Fig. 1: signal wires on met1
The bar under the picture is 20 um long. Supply wires on this layer in grey.
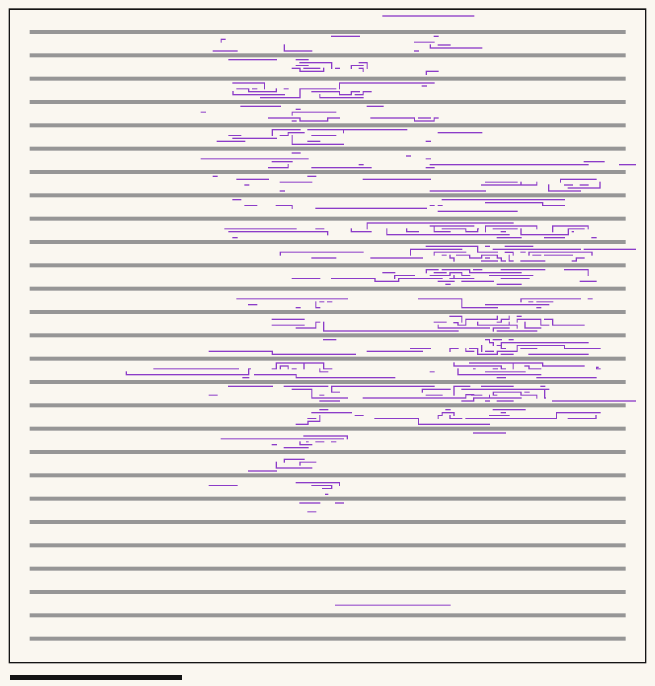
Fig. 2: M2 wires
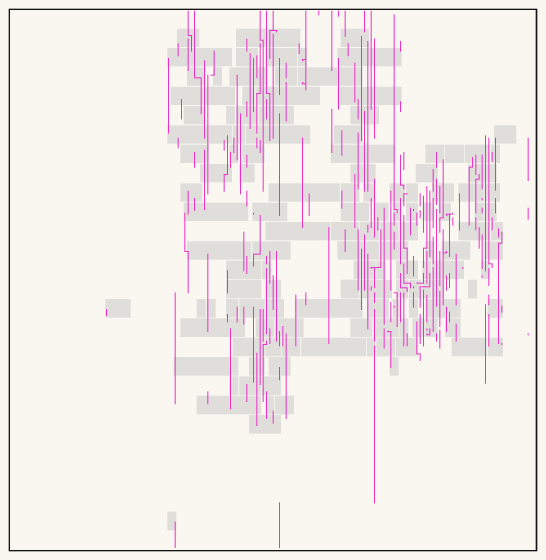
## config.mk

```make
export PLATFORM = sky130hd
export DESIGN_NAME = sequenciador_multiciclo
export DESIGN_NICKNAME = d
export VERILOG_FILES = /design/src/rtl/sequenciador_multiciclo_pkg.sv /design/src/rtl/sequenciador_watchdog.sv /design/src/rtl/sequenciador_multiciclo.sv
export SDC_FILE = /design/constraint.sdc
export NUM_CORES = 1
export LEC_CHECK = 0
export CAP_MARGIN = 5
export CORE_AREA = 2 2 72 74
export DETAILED_ROUTE_END_ITERATION = 10
export DIE_AREA = 0 0 74 76
export DONT_BUFFER_PORTS = 1
export GPL_ROUTABILITY_DRIVEN = 0
export SYNTH_ARGS = -nofsm -noshare
export SYNTH_HDL_FRONTEND = slang
export SYNTH_HIERARCHICAL = 1
export SYNTH_SLANG_ARGS = --single-unit
export TNS_END_PERCENT = 1
```

## constraint.sdc

```tcl
create_clock -name clk -period 1.9 [get_ports clk]
set_input_delay 0.38 -clock clk [delete_from_list [all_inputs] [get_ports clk]]
set_output_delay 0.38 -clock clk [all_outputs]
set_load 0.005 [all_outputs]
```

## src/rtl/sequenciador_multiciclo_pkg.sv

```systemverilog
// Shared encodings for the multicycle sequencer: states, opcodes and ULA operations.
// Opcode field position within the instruction byte lives here too.
package sequenciador_multiciclo_pkg;

    typedef enum logic [2:0] {
        ST_INICIO     = 3'b000,
        ST_BUSCA      = 3'b001,
        ST_DECODIFICA = 3'b010,
        ST_EXECUTA    = 3'b011,
        ST_MEMORIA    = 3'b100,
        ST_ESCRITA    = 3'b101,
        ST_PARADO     = 3'b110,
        ST_ERRO       = 3'b111
    } estado_t;

    typedef enum logic [2:0] {
        OP_ADD  = 3'b000,
        OP_SUB  = 3'b001,
        OP_ADDI = 3'b010,
        OP_LW   = 3'b011,
        OP_SW   = 3'b100,
        OP_BEQ  = 3'b101,
        OP_J    = 3'b110,
        OP_HALT = 3'b111
    } opcode_t;

    localparam logic [1:0] ULA_ADD   = 2'b00;
    localparam logic [1:0] ULA_SUB   = 2'b01;
    localparam logic [1:0] ULA_PASSB = 2'b10;

    localparam int OP_MSB = 7;
    localparam int OP_LSB = 5;

    function automatic opcode_t extrai_opcode(input logic [7:0] instr);
        return opcode_t'(instr[OP_MSB:OP_LSB]);
    endfunction

endpackage

```

## src/rtl/sequenciador_watchdog.sv

```systemverilog
// Memory-wait watchdog: counts stalled cycles, flags expiry on the last allowed cycle.
// Expiry is combinational so the FSM can leave for ERRO on the same edge.
module sequenciador_watchdog #(
    parameter int TIMEOUT = 15,
    parameter int CW      = 4
) (
    input  logic clk,
    input  logic reset,
    input  logic limpa,
    input  logic habilita,
    output logic expirado
);

    logic [CW-1:0] contagem;

    always_ff @(posedge clk or posedge reset) begin
        if (reset)
            contagem <= '0;
        else if (limpa)
            contagem <= '0;
        else if (habilita)
            contagem <= contagem + 1'b1;
    end

    assign expirado = habilita && (contagem == CW'(TIMEOUT - 1));

endmodule

```

## src/rtl/sequenciador_multiciclo.sv

```systemverilog
// Multicycle control FSM: fetch/decode/execute/memory/writeback with memory handshake,
// wait watchdog and completed-instruction counter. Strobes decode from state and opcode.
module sequenciador_multiciclo
    import sequenciador_multiciclo_pkg::*;
#(
    parameter int TIMEOUT = 15,
    parameter int CW      = 4
) (
    input  logic       clk,
    input  logic       reset,
    input  logic [7:0] instru,
    input  logic       mem_pronto,
    input  logic       zero,
    output logic       irCarrega,
    output logic       escrita,
    output logic       escritaPC,
    output logic       ulaFonte,
    output logic [1:0] ulaOP,
    output logic       pula,
    output logic       regFonte,
    output logic       comparador,
    output logic       lerMemo,
    output logic       escreveMemo,
    output logic       parado,
    output logic       erro,
    output logic [2:0] estado,
    output logic [7:0] instr_contador
);

    estado_t st, st_prox;
    opcode_t op;
    logic    conclui;
    logic    expirado;
    logic    espera;
    logic    wd_limpa;
    logic [1:0] ula_exec;
    logic       fonte_exec;

    assign espera   = ((st == ST_BUSCA) || (st == ST_MEMORIA)) && !mem_pronto;
    assign wd_limpa = (st_prox != st) || mem_pronto;

    sequenciador_watchdog #(
        .TIMEOUT (TIMEOUT),
        .CW      (CW)
    ) u_watchdog (
        .clk      (clk),
        .reset    (reset),
        .limpa    (wd_limpa),
        .habilita (espera),
        .expirado (expirado)
    );

    // conclui marks the edge that leaves an instruction's final state
    always_comb begin
        st_prox = st;
        conclui = 1'b0;
        case (st)
            ST_INICIO:     st_prox = ST_BUSCA;
            ST_BUSCA: begin
                if (mem_pronto)    st_prox = ST_DECODIFICA;
                else if (expirado) st_prox = ST_ERRO;
            end
            ST_DECODIFICA: st_prox = (op == OP_HALT) ? ST_PARADO : ST_EXECUTA;
            ST_EXECUTA: begin
                case (op)
                    OP_ADD, OP_SUB, OP_ADDI: st_prox = ST_ESCRITA;
                    OP_LW, OP_SW:            st_prox = ST_MEMORIA;
                    default: begin
                        st_prox = ST_BUSCA;
                        conclui = 1'b1;
                    end
                endcase
            end
            ST_MEMORIA: begin
                if (mem_pronto) begin
                    if (op == OP_LW) begin
                        st_prox = ST_ESCRITA;
                    end else begin
                        st_prox = ST_BUSCA;
                        conclui = 1'b1;
                    end
                end else if (expirado) begin
                    st_prox = ST_ERRO;
                end
            end
            ST_ESCRITA: begin
                st_prox = ST_BUSCA;
                conclui = 1'b1;
            end
            default: st_prox = st;
        endcase
    end

    always_ff @(posedge clk or posedge reset) begin
        if (reset) begin
            st             <= ST_INICIO;
            op             <= OP_ADD;
            instr_contador <= '0;
        end else begin
            st <= st_prox;
            if (irCarrega)
                op <= extrai_opcode(instru);
            if (conclui)
                instr_contador <= instr_contador + 8'd1;
        end
    end

    assign ula_exec   = ((op == OP_SUB) || (op == OP_BEQ)) ? ULA_SUB : ULA_ADD;
    assign fonte_exec = (op == OP_ADDI) || (op == OP_LW) || (op == OP_SW);
    assign estado     = st;

    // Decoded from the state register so reset clears every strobe without a clock
    always_comb begin
        irCarrega   = 1'b0;
        escrita     = 1'b0;
        escritaPC   = 1'b0;
        ulaFonte    = 1'b0;
        ulaOP       = ULA_ADD;
        pula        = 1'b0;
        regFonte    = 1'b0;
        comparador  = 1'b0;
        lerMemo     = 1'b0;
        escreveMemo = 1'b0;
        parado      = 1'b0;
        erro        = 1'b0;
        case (st)
            ST_BUSCA: begin
                lerMemo = 1'b1;
                if (mem_pronto) begin
                    irCarrega = 1'b1;
                    escritaPC = 1'b1;
                end
            end
            ST_EXECUTA: begin
                ulaOP    = ula_exec;
                ulaFonte = fonte_exec;
                if (op == OP_BEQ) begin
                    comparador = 1'b1;
                    pula       = zero;
                    escritaPC  = zero;
                end else if (op == OP_J) begin
                    pula      = 1'b1;
                    escritaPC = 1'b1;
                end
            end
            ST_MEMORIA: begin
                ulaOP       = ula_exec;
                ulaFonte    = fonte_exec;
                lerMemo     = (op == OP_LW);
                escreveMemo = (op == OP_SW);
            end
            ST_ESCRITA: begin
                ulaOP    = ula_exec;
                ulaFonte = fonte_exec;
                escrita  = 1'b1;
                regFonte = (op == OP_LW);
            end
            ST_PARADO: parado = 1'b1;
            ST_ERRO:   erro   = 1'b1;
            default: ;
        endcase
    end

endmodule

```

==> flow_summary.toml <==
# physical design summary
[critical_path]
critPathTopFamily = "AND-OR/OR-AND gates"
reg2reg_to = "u_watchdog/contagem[3]"
cp_data_arrival_time_ns = 2.02
slowest_stage = "dfrtp_1"
r2r_cells = 8
crit_chain = "buf_6, and4b_1, a211oi_1, o22ai_2, xnor2_1, nand2_1, nor2_1, mux2_4"
cp-start-kind = "register"
end_kind = "register"

[power]
pwr-share-comb_pct = 4.1
p_int_w = 0.000583
power.density_nw_per_um2 = 501
p_total_w = 0.000724
power_sequential_w = 0.000394

[route]
wl_per_cell_um = 12.5
top_layer = "met4"
vias_per_cell = 4.63
wl_met3_um = 172
drt-initial-drc-count = 20

[cells_and_area]
nonClkBufAreaFrac_pct = 7.27
top_regs = "instr_contador: 8 flops, u_watchdog/contagem: 4 flops"
flops = 18
drive_gt1_share_pct = 31.8
lay_top_cells = "dfrtp_1 (17), nor2_1 (10), buf_4 (9)"
area_delta_synth_final_pct = 22.9
largest_register = "instr_contador"
logic_area_sq_um = 723

[global_routing]
use_met1_pct = 11.4
overflow = 0
antenna_found_initial = 0
grt_pass1_vias = 854

[outcome]
status = "finished clean"

[synthesis]
ys_seq_share_pct = 38.3
yosys_area_sq_um = 1180
top_area_share_pct = 38.3
compound_area_share_pct = 12.4
syn_area_sq_um = 1180
yosysWarnings = 6
fa_ha_area_share_pct = 3.19
syn_avg_cell_area_sq_um = 9.64

[sta]
layout_min_cycle_time_ns = 1.89
hold_viol_final = 0
skew_ns = 0.00182
hold_ws_ns = 0.0604
tightest_slew_ns = 0.542

[placement]
placed_area_sq_um = 1310
place_inst = 195

[die]
ioPinCount = 36

[clock_network]
path_clk_slew_ns = 0.06
clk_latency_ns = 0.25

[worst_hold_path]
hp-class = "in2async"
Notes on Fig. 1 above:
share of all routed wire: 44%
nets with wire on the layer: 125
wire length on this layer: 1,120 um

Notes on Fig. 2 above:
nets with wire on the layer: 123
longest straight run: 27.4 um
share of all routed wire: 47%
main direction: vertical
wire length on this layer: 1,180 um
routed via count: 935
final wirelength: 2.52 mm

Power figures rest on the tool's default switching activity, not on a simulated workload.
